## src/rtl/vec_pkg.sv

```systemverilog
// Shared constants, state encoding and payload types for the vector writeback stage.
package vec_pkg;

    localparam int unsigned LANES   = 5;
    localparam int unsigned DATA_W  = 32;
    localparam int unsigned VREG_AW = 3;
    localparam int unsigned FLAGS_W = 4;

    localparam int unsigned FLAG_N = 3;
    localparam int unsigned FLAG_Z = 2;
    localparam int unsigned FLAG_C = 1;
    localparam int unsigned FLAG_V = 0;

    typedef enum logic [1:0] {
        IDLE  = 2'd0,
        DRAIN = 2'd1,
        FIN   = 2'd2
    } wb_state_e;

    typedef logic [LANES-1:0][DATA_W-1:0] lane_data_t;

    // Captured vector: destination register plus all lane results
    typedef struct packed {
        logic [VREG_AW-1:0] vdst;
        lane_data_t         res;
    } vec_t;

    // One register-file write beat
    typedef struct packed {
        logic [VREG_AW-1:0] vreg;
        logic [VREG_AW-1:0] lane;
        logic [DATA_W-1:0]  data;
    } wr_t;

endpackage

```

## src/rtl/vec_writeback_if.sv

```systemverilog
// Result-capture, register-file write and hazard-query signals of the writeback stage.
interface vec_writeback_if;
    import vec_pkg::*;

    logic                 in_valid;
    logic                 in_ready;
    logic [VREG_AW-1:0]   in_vdst;
    logic [LANES-1:0]     in_mask;
    logic [DATA_W-1:0]    res_a;
    logic [DATA_W-1:0]    res_b;
    logic [DATA_W-1:0]    res_c;
    logic [DATA_W-1:0]    res_d;
    logic [DATA_W-1:0]    res_e;

    logic                 wr_en;
    logic [VREG_AW-1:0]   wr_vreg;
    logic [VREG_AW-1:0]   wr_lane;
    logic [DATA_W-1:0]    wr_data;
    logic                 done;

    logic                 chk_en;
    logic [VREG_AW-1:0]   chk_vreg;
    logic                 stall;
    logic [FLAGS_W-1:0]   vflags;

    modport master (
        output in_valid, in_vdst, in_mask, res_a, res_b, res_c, res_d, res_e,
        output chk_en, chk_vreg,
        input  in_ready, wr_en, wr_vreg, wr_lane, wr_data, done, stall, vflags
    );

    modport slave (
        input  in_valid, in_vdst, in_mask, res_a, res_b, res_c, res_d, res_e,
        input  chk_en, chk_vreg,
        output in_ready, wr_en, wr_vreg, wr_lane, wr_data, done, stall, vflags
    );

endinterface

```

## src/rtl/vwb_lane_pick.sv

```systemverilog
// Priority encoder: lowest set lane of a mask, as an index and as a one-hot clear vector.
module vwb_lane_pick
    import vec_pkg::*;
(
    input  logic [LANES-1:0]   mask,
    output logic [VREG_AW-1:0] idx,
    output logic [LANES-1:0]   clr
);

    // Scan from the top so the lowest set bit is the last one to win
    always_comb begin
        idx = '0;
        clr = '0;
        for (int i = int'(LANES) - 1; i >= 0; i--) begin
            if (mask[i]) begin
                idx    = VREG_AW'(i);
                clr    = '0;
                clr[i] = 1'b1;
            end
        end
    end

endmodule

```

## src/rtl/vec_writeback.sv

```systemverilog
// Captures a 5-lane result vector and drains it one masked lane per cycle into the VRF write port.
// Optional flag generation is built when VWB_FLAGS_EN is defined.
module vec_writeback
    import vec_pkg::*;
(
    input  logic           clk,
    input  logic           reset,
    vec_writeback_if.slave bus
);

    wb_state_e          state, state_nxt;
    logic [LANES-1:0]   pend, pend_nxt;
    logic [LANES-1:0]   clr_q, clr_nxt;
    vec_t               vec_q, vec_nxt;
    wr_t                wr_q, wr_nxt;
    logic               wr_en_q, wr_en_nxt;
    logic               done_q, done_nxt;
    logic               ready_q;
    logic [VREG_AW-1:0] pick_idx;

    // Lane selection runs on next-cycle pending mask so write outputs can be registered
    vwb_lane_pick u_pick (
        .mask (pend_nxt),
        .idx  (pick_idx),
        .clr  (clr_nxt)
    );

    always_comb begin
        state_nxt = state;
        pend_nxt  = pend;
        vec_nxt   = vec_q;
        unique case (state)
            IDLE: begin
                if (bus.in_valid) begin
                    vec_nxt.vdst = bus.in_vdst;
                    vec_nxt.res  = {bus.res_e, bus.res_d, bus.res_c, bus.res_b, bus.res_a};
                    pend_nxt     = bus.in_mask;
                    state_nxt    = (bus.in_mask != '0) ? DRAIN : FIN;
                end
            end
            DRAIN: begin
                pend_nxt = pend & ~clr_q;
                if (pend_nxt == '0) begin
                    state_nxt = IDLE;
                end
            end
            FIN:     state_nxt = IDLE;
            default: state_nxt = IDLE;
        endcase
    end

    // Next values of the registered write port and completion pulse
    always_comb begin
        wr_en_nxt = (state_nxt == DRAIN);
        wr_nxt    = '0;
        if (wr_en_nxt) begin
            wr_nxt.vreg = vec_nxt.vdst;
            wr_nxt.lane = pick_idx;
            wr_nxt.data = vec_nxt.res[pick_idx];
        end
        done_nxt = (state_nxt == FIN) ||
                   (wr_en_nxt && ((pend_nxt & (pend_nxt - LANES'(1))) == '0));
    end

    always_ff @(posedge clk or negedge reset) begin
        if (!reset) begin
            state   <= IDLE;
            pend    <= '0;
            clr_q   <= '0;
            vec_q   <= '0;
            wr_q    <= '0;
            wr_en_q <= 1'b0;
            done_q  <= 1'b0;
            ready_q <= 1'b1;
        end else begin
            state   <= state_nxt;
            pend    <= pend_nxt;
            clr_q   <= clr_nxt;
            vec_q   <= vec_nxt;
            wr_q    <= wr_nxt;
            wr_en_q <= wr_en_nxt;
            done_q  <= done_nxt;
            ready_q <= (state_nxt == IDLE);
        end
    end

    assign bus.in_ready = ready_q;
    assign bus.wr_en    = wr_en_q;
    assign bus.wr_vreg  = wr_q.vreg;
    assign bus.wr_lane  = wr_q.lane;
    assign bus.wr_data  = wr_q.data;
    assign bus.done     = done_q;

    // Query must see the current cycle, so this is the one combinational output
    assign bus.stall = bus.chk_en && (state != IDLE) && (bus.chk_vreg == vec_q.vdst);

`ifdef VWB_FLAGS_EN
    logic [LANES-1:0]   mask_q, mask_nxt;
    logic [FLAGS_W-1:0] flags_q, flags_nxt;

    // Flags of the completing vector; later lanes overwrite N so the highest masked lane wins
    always_comb begin
        mask_nxt = mask_q;
        if (state == IDLE && bus.in_valid) begin
            mask_nxt = bus.in_mask;
        end
        flags_nxt = flags_q;
        if (done_nxt) begin
            flags_nxt         = '0;
            flags_nxt[FLAG_Z] = 1'b1;
            flags_nxt[FLAG_C] = 1'b0;
            flags_nxt[FLAG_V] = 1'b0;
            for (int i = 0; i < int'(LANES); i++) begin
                if (mask_nxt[i]) begin
                    if (vec_nxt.res[i] != '0) begin
                        flags_nxt[FLAG_Z] = 1'b0;
                    end
                    flags_nxt[FLAG_N] = vec_nxt.res[i][DATA_W-1];
                end
            end
        end
    end

    always_ff @(posedge clk or negedge reset) begin
        if (!reset) begin
            mask_q  <= '0;
            flags_q <= '0;
        end else begin
            mask_q  <= mask_nxt;
            flags_q <= flags_nxt;
        end
    end

    assign bus.vflags = flags_q;
`else
    assign bus.vflags = '0;
`endif

endmodule

```

## src/flat_wrapper.sv

```systemverilog
// flat-port wrapper written by rule: the top's interface ports become plain ports
module vec_writeback_flat import vec_pkg::*;
  (clk, reset, bus_in_valid, bus_in_vdst, bus_in_mask, bus_res_a, bus_res_b, bus_res_c, bus_res_d, bus_res_e, bus_chk_en, bus_chk_vreg, bus_in_ready, bus_wr_en, bus_wr_vreg, bus_wr_lane, bus_wr_data, bus_done, bus_stall, bus_vflags);
  vec_writeback_if bus_i ();
  input  logic clk;
  input  logic reset;
  input wire logic [$bits(bus_i.in_valid)-1:0] bus_in_valid;
  input wire logic [$bits(bus_i.in_vdst)-1:0] bus_in_vdst;
  input wire logic [$bits(bus_i.in_mask)-1:0] bus_in_mask;
  input wire logic [$bits(bus_i.res_a)-1:0] bus_res_a;
  input wire logic [$bits(bus_i.res_b)-1:0] bus_res_b;
  input wire logic [$bits(bus_i.res_c)-1:0] bus_res_c;
  input wire logic [$bits(bus_i.res_d)-1:0] bus_res_d;
  input wire logic [$bits(bus_i.res_e)-1:0] bus_res_e;
  input wire logic [$bits(bus_i.chk_en)-1:0] bus_chk_en;
  input wire logic [$bits(bus_i.chk_vreg)-1:0] bus_chk_vreg;
  output wire logic [$bits(bus_i.in_ready)-1:0] bus_in_ready;
  output wire logic [$bits(bus_i.wr_en)-1:0] bus_wr_en;
  output wire logic [$bits(bus_i.wr_vreg)-1:0] bus_wr_vreg;
  output wire logic [$bits(bus_i.wr_lane)-1:0] bus_wr_lane;
  output wire logic [$bits(bus_i.wr_data)-1:0] bus_wr_data;
  output wire logic [$bits(bus_i.done)-1:0] bus_done;
  output wire logic [$bits(bus_i.stall)-1:0] bus_stall;
  output wire logic [$bits(bus_i.vflags)-1:0] bus_vflags;
  assign bus_i.in_valid = bus_in_valid;
  assign bus_i.in_vdst = bus_in_vdst;
  assign bus_i.in_mask = bus_in_mask;
  assign bus_i.res_a = bus_res_a;
  assign bus_i.res_b = bus_res_b;
  assign bus_i.res_c = bus_res_c;
  assign bus_i.res_d = bus_res_d;
  assign bus_i.res_e = bus_res_e;
  assign bus_i.chk_en = bus_chk_en;
  assign bus_i.chk_vreg = bus_chk_vreg;
  assign bus_in_ready = bus_i.in_ready;
  assign bus_wr_en = bus_i.wr_en;
  assign bus_wr_vreg = bus_i.wr_vreg;
  assign bus_wr_lane = bus_i.wr_lane;
  assign bus_wr_data = bus_i.wr_data;
  assign bus_done = bus_i.done;
  assign bus_stall = bus_i.stall;
  assign bus_vflags = bus_i.vflags;
  vec_writeback u_core (.clk(clk), .reset(reset), .bus(bus_i));
endmodule
```

## config.mk

```make
export PLATFORM = sky130hd
export DESIGN_NAME = vec_writeback_flat
export DESIGN_NICKNAME = d
export VERILOG_FILES = /design/src/rtl/vec_pkg.sv /design/src/rtl/vec_writeback_if.sv /design/src/rtl/vwb_lane_pick.sv /design/src/rtl/vec_writeback.sv /design/src/flat_wrapper.sv
export SDC_FILE = /design/constraint.sdc
export NUM_CORES = 1
export LEC_CHECK = 0
export ABC_AREA = 1
export CORE_MARGIN = 2
export CORE_UTILIZATION = 30
export CTS_CLUSTER_SIZE = 12
export DETAILED_ROUTE_END_ITERATION = 10
export GPL_TIMING_DRIVEN = 0
export PLACE_DENSITY_LB_ADDON = 0.05
export SLEW_MARGIN = 10
export SYNTH_ARGS = -nofsm -noshare
export SYNTH_HDL_FRONTEND = slang
export SYNTH_SLANG_ARGS = --single-unit
```

## constraint.sdc

```tcl
create_clock -name clk -period 2.22 [get_ports clk]
set_clock_uncertainty 0.2 [all_clocks]
set_input_delay 0.555 -clock clk [delete_from_list [all_inputs] [get_ports clk]]
set_output_delay 0.555 -clock clk [all_outputs]
set_load 0.005 [all_outputs]
```

==> flow_metrics.env <==
# implementation run metrics
export IMPL_crit_buf_inv=1
export IMPL_critical_hold_path_startpoint="u_core.vec_q[62]"
export IMPL_netlist_instances=1162
export IMPL_yosys_stat_chipArea_um2=9440
export IMPL_rr_endpoint="u_core.bus.wr_data[31]"
export IMPL_num_nonclk_inverters=25
export IMPL_top_register="u_core.vec_q"
export IMPL_wl_met2_um=14800
export IMPL_floorplan_tapcells=396
export IMPL_max_vdd_ir_drop_v=0.000665
export IMPL_cp_start_kind="flip-flop"
export IMPL_cp_endpoint="bus_stall"
export IMPL_chip_area_um2=32900
export IMPL_p_comb_frac=0.467
export IMPL_cts_made_buffers=27
export IMPL_dp_cells=1778
export IMPL_crit_path_slowest_cell="dfrtp_1"
export IMPL_top_cells_area="dfrtp_1 (57%), nand2_1 (25%), nand3_1 (8.8%)"
export IMPL_cts_tree="built"
export IMPL_grt_busiest_layer="met2"
export IMPL_hold_ws_ns=0.272
export IMPL_antenna_cells_inserted=0
export IMPL_post_synth_most_frequent_cells="nand2_1 (629), dfrtp_1 (214), nand3_1 (166), buf_2 (41), buf_4 (25)"
export IMPL_nonClkBufAreaFrac=0.220
export IMPL_worst_setup_hold_path_clk_slew_ns=0.05
export IMPL_power_combinational_total_mw=9.18
export IMPL_cts_root_buf="clkbuf_16"
export IMPL_cpPeakStageDelay_ns=0.38
export IMPL_drt_first_pass_iters=5
export IMPL_clkbuf_count=44
export IMPL_synth_warnings=0
export IMPL_number_of_buffers_on_the_longest_clock_path=3
export IMPL_antenna_found_initial=0
export IMPL_floorplan_die_width_um=181
export IMPL_layout_top_cell="nand2_1"
export IMPL_critical_path_launch_point="u_core.vec_q[161]"
export IMPL_ff_to_ff_path_depth=13
export IMPL_swShare=0.396
export IMPL_placementRows=64
export IMPL_adder_and_majority_cell_fraction_of_the_synthesized_area=0
export IMPL_crit_reg2reg_launch="u_core.state[1]"
export IMPL_internal_power_mw=11.9
export IMPL_achievable_frequency_mhz=453
export IMPL_syn2layout_area_growth_pct=43.1
export IMPL_drtAntennaViolNets=0
export IMPL_multi_input_comb_area_um2=3690
export IMPL_post_cts_repair_setup_buffers=1
export IMPL_pg_clk_mw=4.31
export IMPL_post_synth_top_area_fraction=0.567
export IMPL_setup_violations=0
export IMPL_post_route_worst_setup_slack_ns=0.0126
export IMPL_power_per_cell_area_nw_per_um2=1450
export IMPL_largest_register_ffs=163
export IMPL_max_slew_headroom_at_the_worst_pin=0.558
export IMPL_power_top_consumer="combinational logic"
export IMPL_grtUsageMet2=0.315
export IMPL_grt_util_met3=0.0347
export IMPL_util_after_layout=0.438
export IMPL_syn_avg_cell_area_um2=8.13
export IMPL_avgViaCountPerCell=4.60
export IMPL_required_time_of_the_critical_path_ns=1.46
export IMPL_fin_area_um2=13500
export IMPL_synthArstFlopShare=1.00
export IMPL_hp_class="reg -> reg"
export IMPL_worstPathCellList="xor2_1, nor4_1, buf_2"
export IMPL_clock_insertion_delay_worst_skew_ns=0.53
export IMPL_first_iter_violations=504
export IMPL_yosysMostFrequentCell="nand2_1"
export IMPL_yosys_cells=1162
export IMPL_outcome="finished clean"
export IMPL_design_final_nets=1596
export IMPL_power_consumption_mw=19.6
export IMPL_rsz0062_at_grt="true"
export IMPL_htreeDepth=1
export IMPL_ys_flop_type="dfrtp_1"
export IMPL_pin_count_of_the_biggest_net_entering_global_routing=83
export IMPL_weighted_congestion_at_the_end_of_routability_driven_global_placement=0.811
export IMPL_layout_drive_gt1_share=0.122
export IMPL_grt_ovfl_total=0
export IMPL_critPathKind="reg -> out"
export IMPL_buffers_excl_clock=301
export IMPL_clock_cell_area_share=0.0640
export IMPL_max_cap_violations=0
export IMPL_core_area_um2=30800
export IMPL_grt_pass1_vias=8741
export IMPL_multi_input_comb_cells=851
export IMPL_io_pin_count=221
export IMPL_xor_share=0.00278
export IMPL_critical_path_endpoint_type="output pin"
export IMPL_m1WireLength_um=15600
export IMPL_dpl_instance_area_um2=12200
export IMPL_timing_final_max_slew_violations=0
export IMPL_wire_length_of_the_first_global_routing_pass_um=50800
export IMPL_seqAreaFraction=0.398
export IMPL_power_switching_mw=7.78
export IMPL_seq_power_share=0.313
export IMPL_power_sequential_mw=6.15
export IMPL_setup_reg_to_reg_worst_slack_ns=0.04
export IMPL_clock_sinks=215
export IMPL_final_hold_viol_count=0
export IMPL_path_delay_family="flip-flops"
export IMPL_timing_final_crit_share=0.994
export IMPL_fp_util=0.306
export IMPL_synthTopLogicFamily="simple AND/OR/NAND/NOR gates"
export IMPL_p_clk_frac=0.219
export IMPL_worstMarginPinSlew_ns=0.663
export IMPL_cp_arrival_ns=1.45
export IMPL_post_cts_resized_instances=60
export IMPL_top_area_cell="dfrtp_1"
export IMPL_grt_use_total=0.200
export IMPL_cts_hold_fix_buffers=1
export IMPL_numPortBuffers=215
**The metal 1 layer**

Bar = 50 um. Supply wires on this layer in gray.
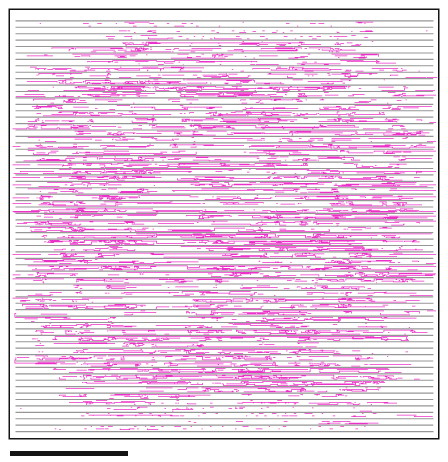
longest straight run: 135 um
main direction: horizontal
wire length on this layer: 15,600 um
share of all routed wire: 48%
nets with wire on the layer: 1,436
Routed Wire Length: 32,600 um
grt met1 use: 0.290
total number of vias: 8,444

**A small window of the routed layout**

Bar = 10 um. Window x 116 to 156, y 25 to 65 um. Cells in gray, sequential cells in the stronger gray; small squares are vias.
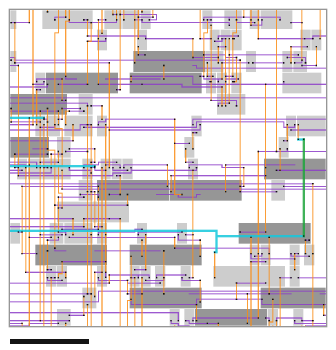
legend:
  metal 1:
    color: purple
  metal 3:
    color: cyan
  metal 2:
    color: orange
  metal 4:
    color: green
cells with their middle in the window: 85
netlist names of flops here include: u_core.vec_q (11), u_core.pend (2)
most frequent: nand2_1 (40), dfrtp_1 (14), nand3_1 (9)
sequential cells in the window: 14

